### Gate families picked out

Scale: 4 px per um.
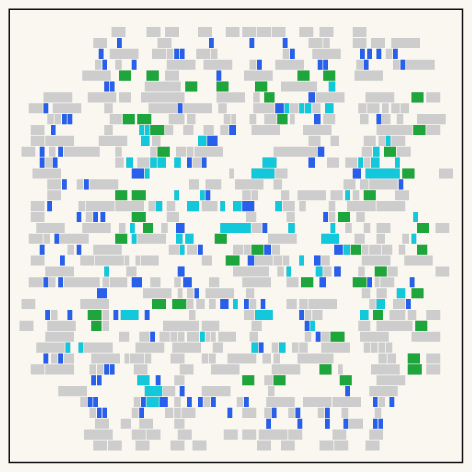
### Routed metal per tile

Scale: 3 px per um. The die is cut into 23 by 23 equal tiles; white is low, dark blue is high, scaled to the fullest tile. Values are wire area over tile area, all layers added.
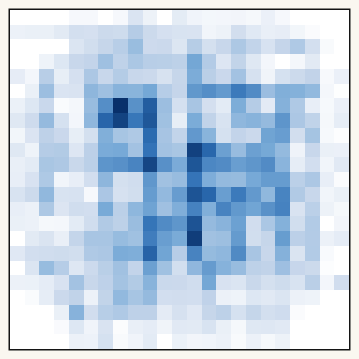
**src/rtl/timer_dev_pkg.sv**
```systemverilog
// rtl/timer_dev_pkg.sv - shared register map, CTRL fields, mode codes and FSM encoding for timer_dev
package timer_dev_pkg;

    localparam logic [1:0] CTRL_OFF   = 2'd0;
    localparam logic [1:0] PRESET_OFF = 2'd1;
    localparam logic [1:0] COUNT_OFF  = 2'd2;

    localparam int CTRL_EN      = 0;
    localparam int CTRL_MODE_LO = 1;
    localparam int CTRL_MODE_HI = 2;
    localparam int CTRL_IM      = 3;

    localparam logic [1:0] MODE_ONESHOT = 2'b00;
    localparam logic [1:0] MODE_RELOAD  = 2'b01;

    typedef enum logic [1:0] {
        ST_IDLE = 2'd0,
        ST_LOAD = 2'd1,
        ST_CNT  = 2'd2,
        ST_INT  = 2'd3
    } state_e;

    // Modes 10 and 11 fall back to one-shot, so only 01 reloads.
    function automatic logic is_reload(input logic [3:0] ctrl);
        return ctrl[CTRL_MODE_HI:CTRL_MODE_LO] == MODE_RELOAD;
    endfunction

endpackage

```
**src/rtl/timer_dev.sv**
```systemverilog
// rtl/timer_dev.sv - memory-mapped countdown timer with CTRL/PRESET/COUNT registers and level IRQ
module timer_dev
    import timer_dev_pkg::*;
#(
    parameter logic [31:0] RESET_PRESET = 32'd0
) (
    input  logic        clk,
    input  logic        reset,
    input  logic [31:0] Addr,
    input  logic        WE,
    input  logic [31:0] WD,
    output logic [31:0] RD,
    output logic        IRQ
);

    state_e      state_q, state_d;
    logic [3:0]  ctrl_q, ctrl_d;
    logic [31:0] preset_q, preset_d;
    logic [31:0] count_q, count_d;
    logic        pending_q, pending_d;
    logic        irq_q, irq_d;

    logic unused_addr;
    assign unused_addr = ^{Addr[31:4], Addr[1:0]};

    always_comb begin
        state_d   = state_q;
        ctrl_d    = ctrl_q;
        preset_d  = preset_q;
        count_d   = count_q;
        pending_d = pending_q;

        case (state_q)
            // COUNT is loaded on the way into LOAD, so the LOAD cycle is already
            // the first countdown tick and pending rises PRESET+1 edges after enable.
            ST_IDLE: begin
                if (ctrl_q[CTRL_EN]) begin
                    count_d = preset_q;
                    state_d = ST_LOAD;
                end
            end
            ST_LOAD, ST_CNT: begin
                if (!ctrl_q[CTRL_EN]) begin
                    state_d = ST_IDLE;
                end else if (count_q > 32'd1) begin
                    count_d = count_q - 32'd1;
                    state_d = ST_CNT;
                end else begin
                    count_d   = 32'd0;
                    pending_d = 1'b1;
                    state_d   = ST_INT;
                end
            end
            ST_INT: begin
                if (is_reload(ctrl_q)) begin
                    pending_d = 1'b0;
                end else begin
                    ctrl_d[CTRL_EN] = 1'b0;
                end
                state_d = ST_IDLE;
            end
            default: state_d = ST_IDLE;
        endcase

        // A CPU write to CTRL overrides whatever the FSM decided this edge.
        if (WE) begin
            case (Addr[3:2])
                CTRL_OFF: begin
                    ctrl_d    = WD[3:0];
                    pending_d = 1'b0;
                    state_d   = ST_IDLE;
                    count_d   = count_q;
                end
                PRESET_OFF: preset_d = WD;
                default: ;
            endcase
        end

        irq_d = ctrl_d[CTRL_IM] & pending_d;
    end

    always_ff @(posedge clk) begin
        if (!reset) begin
            state_q   <= ST_IDLE;
            ctrl_q    <= 4'd0;
            preset_q  <= RESET_PRESET;
            count_q   <= 32'd0;
            pending_q <= 1'b0;
            irq_q     <= 1'b0;
        end else begin
            state_q   <= state_d;
            ctrl_q    <= ctrl_d;
            preset_q  <= preset_d;
            count_q   <= count_d;
            pending_q <= pending_d;
            irq_q     <= irq_d;
        end
    end

    always_comb begin
        case (Addr[3:2])
            CTRL_OFF:   RD = {28'd0, ctrl_q};
            PRESET_OFF: RD = preset_q;
            COUNT_OFF:  RD = count_q;
            default:    RD = 32'd0;
        endcase
    end

    assign IRQ = irq_q;

endmodule

```
**config.mk**
```make
export PLATFORM = sky130hd
export DESIGN_NAME = timer_dev
export DESIGN_NICKNAME = d
export VERILOG_FILES = /design/src/rtl/timer_dev_pkg.sv /design/src/rtl/timer_dev.sv
export SDC_FILE = /design/constraint.sdc
export NUM_CORES = 1
export LEC_CHECK = 0
export CAP_MARGIN = 20
export CORE_MARGIN = 2
export CORE_UTILIZATION = 35
export CTS_CLUSTER_SIZE = 16
export DETAILED_ROUTE_END_ITERATION = 12
export PLACE_DENSITY_LB_ADDON = 0.05
export SLEW_MARGIN = 40
export SYNTH_ARGS = -nofsm -noshare
export SYNTH_HDL_FRONTEND = slang
export SYNTH_SLANG_ARGS = --single-unit
```
**constraint.sdc**
```tcl
create_clock -name clk -period 4.7 [get_ports clk]
set_input_delay 0.47 -clock clk [delete_from_list [all_inputs] [get_ports clk]]
set_output_delay 0.47 -clock clk [all_outputs]
set_load 0.02 [all_outputs]
```
==> qor.json <==
{
  "clock_tree": {
    "cts-root-buf": "sky130_fd_sc_hd__clkbuf_16",
    "cts-root-to-sink-buffers": 2,
    "post_cts_buffers": 0,
    "numClockSinks": 72,
    "clock_tree_from_tritoncts": "yes",
    "clkTransAtPathRegs_ps": 60,
    "post_cts.resized_instances": 0,
    "postCtsHoldBufs": 0,
    "clk_latency_late_pin_ps": 350,
    "cts-htree-levels": 3,
    "cts_buffers": 9
  },
  "logic_synthesis": {
    "flop_cell": "sky130_fd_sc_hd__dfxtp_1",
    "synth-edff-count": 0,
    "synthXorXnorAreaFrac_pct": 0.211,
    "simple_gate_area_share_pct": 27.2,
    "async_reset_ff_share_pct": 0,
    "fa_ha_area_share_pct": 1.20,
    "ys.warnings.count": 0,
    "yosysTopAreaCellShare_pct": 34.7,
    "synth.logic.top_family": "AND-OR/OR-AND gates",
    "post_synth.cell_area_avg_um2": 7.69,
    "yosys-stat-area_mm2": 0.00416,
    "post_synth_seq_share_pct": 34.7,
    "synth_stat.cells": 540,
    "area_leaders": "sky130_fd_sc_hd__dfxtp_1 (35%), sky130_fd_sc_hd__nand2_1 (8.9%), sky130_fd_sc_hd__a21oi_1 (8.2%)",
    "synth.net_count": 611,
    "aoi_share_pct": 29.5,
    "synthDistinctLibCells": 66,
    "ys_sh_mux_pct": 1.20,
    "yosys_register_bits": 72,
    "netlist_area_mm2": 0.00416,
    "common_cells": "sky130_fd_sc_hd__nand2_1 (98), sky130_fd_sc_hd__dfxtp_1 (72), sky130_fd_sc_hd__a21oi_1 (68)",
    "yosysTopAreaCell": "sky130_fd_sc_hd__dfxtp_1",
    "synth_dominant_cell_count": "sky130_fd_sc_hd__nand2_1",
    "synthCells": 540
  },
  "power": {
    "max-vdd-ir-drop_mv": 0.217,
    "cellPowerDensity_mw_per_mm2": 304,
    "report.power.total_mw": 1.59,
    "static-leakage-power_nw": 1.89
  },
  "setup_path": {
    "setup.worst_path.start": "Addr[2]",
    "worstPathMaxFanout": 28,
    "ff2ff_path_depth": 9,
    "timing.critical_path.cells": "clkdlybuf4s50_1 -> nor2b_2 -> buf_4 -> a22o_1 -> clkdlybuf4s50_1",
    "timing.critical_path.from_type": "primary input",
    "timing.critical_path.slowest_cell_delay_ps": 610,
    "reg2reg_slack_ps": 1770,
    "critical_path.top_delay_family": "buffers and inverters",
    "timing.critical_path.required_ps": 4230,
    "rr_startpoint": "state_q[0]$_SDFF_PN0_",
    "critical-path-slowest-cell": "sky130_fd_sc_hd__clkdlybuf4s50_1",
    "critical_path.most_common_cell": "sky130_fd_sc_hd__clkdlybuf4s50_1",
    "path_buffers": 3,
    "timing.critical_path.depth": 5,
    "worstSetupEndpoint": "RD[31]",
    "cp.arrival_ps": 2670,
    "end_kind": "primary output",
    "timing.rr.end": "count_q[22]$_SDFFE_PN0P_"
  },
  "detailed_routing": {
    "detail_route.drc_violations": 4,
    "drt_first_pass_iters": 8,
    "detail_route.vias_per_cell": 5.86,
    "first_iter_violations": 363,
    "postRouteAntennaNets": 0
  },
  "floorplan": {
    "die_x_um": 113,
    "floorplan.die_area_mm2": 0.0128,
    "placeableCoreArea_mm2": 0.0115,
    "boundaryPins": 100,
    "chipHeight_um": 113,
    "tap_cells": 143,
    "pre_placement_core_utilization_pct": 36.1,
    "floorplan.rows": 39
  },
  "timing": {
    "timing.setup.tns_ps": 0,
    "hold_ws_ps": 469,
    "timing.final.crit_period_ps": 3140,
    "report.final.slew_viol_count": 0,
    "timing.final.setup_violations": 0,
    "rsz_0062_raised_after_global_routing": "false",
    "timing.final.ws_setup_ps": 1560,
    "worst_clock_skew_ps": 6.48,
    "tightestPinTransition_ps": 803,
    "maxClockFrequency_ghz": 0.318,
    "hold_viol": 0,
    "period_used_pct": 66.9,
    "timing.max_slew.rel_slack_pct": 46.1
  },
  "global_routing": {
    "grt_max_degree": 33,
    "grt_first_pass_wirelength_um": 21900,
    "antenna_found_initial": 0,
    "gr-total-overflow": 0,
    "via_count_of_the_first_global_routing_pass": 4142
  },
  "status": {
    "failed_checks": "design-rule violations",
    "run_status": "finished with violations"
  },
  "finish": {
    "fin_nets": 656,
    "clockNetworkAreaShare_pct": 5.93,
    "largest_class": "logic gates",
    "drive_above_1_share_pct": 8.32,
    "regArea_mm2": 0.00144,
    "nClkBuffers": 9,
    "lay_top_cells": "sky130_fd_sc_hd__nand2_1 (97), sky130_fd_sc_hd__dfxtp_1 (72), sky130_fd_sc_hd__clkdlybuf4s50_1 (69)",
    "layout.filler_cells": 1195,
    "multi_input_comb_area_mm2": 0.00247,
    "antenna_cells_inserted": 0,
    "flops": 72,
    "comb.multi_input.count": 409,
    "postLayoutCoreUtil_pct": 45.4,
    "layout.non_clock_buffers": 82,
    "flow.area_growth_from_synthesis_pct": 25.9,
    "seqAreaFraction_pct": 27.6,
    "finalInstanceArea_mm2": 0.00523
  },
  "hold_path": {
    "min-delay-path-class": "reg2reg",
    "worstHoldStart": "preset_q[21]$_SDFFE_PN0P_",
    "whs_path_depth": 2
  },
  "placement": {
    "globalplace.congestion": 0.854,
    "post-place-ws_ps": 1560,
    "detailed_place.area_mm2": 0.00492,
    "dpl.cell_count": 717,
    "port-buffer-count": 69,
    "dp.final_hpwl_um": 9320
  },
  "job": {
    "cap_violations": 0,
    "stage_log_warnings": 58
  }
}
Notes on 'Gate families picked out' above:
- nand cells: blue (cells 120; where spread over the die)
- non-inverting ao/oa cells: green (cells 47; where spread over the die)
- nor cells: cyan (cells 61)
most common logic cell in the routed design: sky130_fd_sc_hd__nand2_1
number of cells in the finished layout apart from fillers: 732
combinational share of cell area: 47.2%

Notes on 'Routed metal per tile' above:
- tiles over half the peak: 14%
- densest ninth of the die: center
- nearly empty tiles: 11%
overall global routing resource usage: 22.0%
Routed wire per std cell: 18.6 um
count of vias placed by the detailed router: 4,292
Final Routed Wirelength: 13,600 um

-- power by group --
part           internal [mW]  total, mW  leakage, nW  switching [mW]
logic                 0.0859      0.218         1.16           0.132
clock network          0.459      0.734        0.147           0.274
registers              0.624      0.638        0.583          0.0145
-- state kept, by name, summed over array words and instances (netlist names) --
signal     flops
state_q        2
ctrl_q         4
pending_q      1
count_q       32
preset_q      32
IRQ            1
-- routing by layer --
layer / up-vias / track usage, % / share of wire, %
met3: 21 / 4.87 / 5.6
met2: 117 / 34.1 / 44
met4: 0 / 8.54 / 1.9
met1: 2062 / 30.1 / 48
li1: 2092 / - / -
met5: - / 0 / 0
Power is estimated from default activity; no workload was simulated.
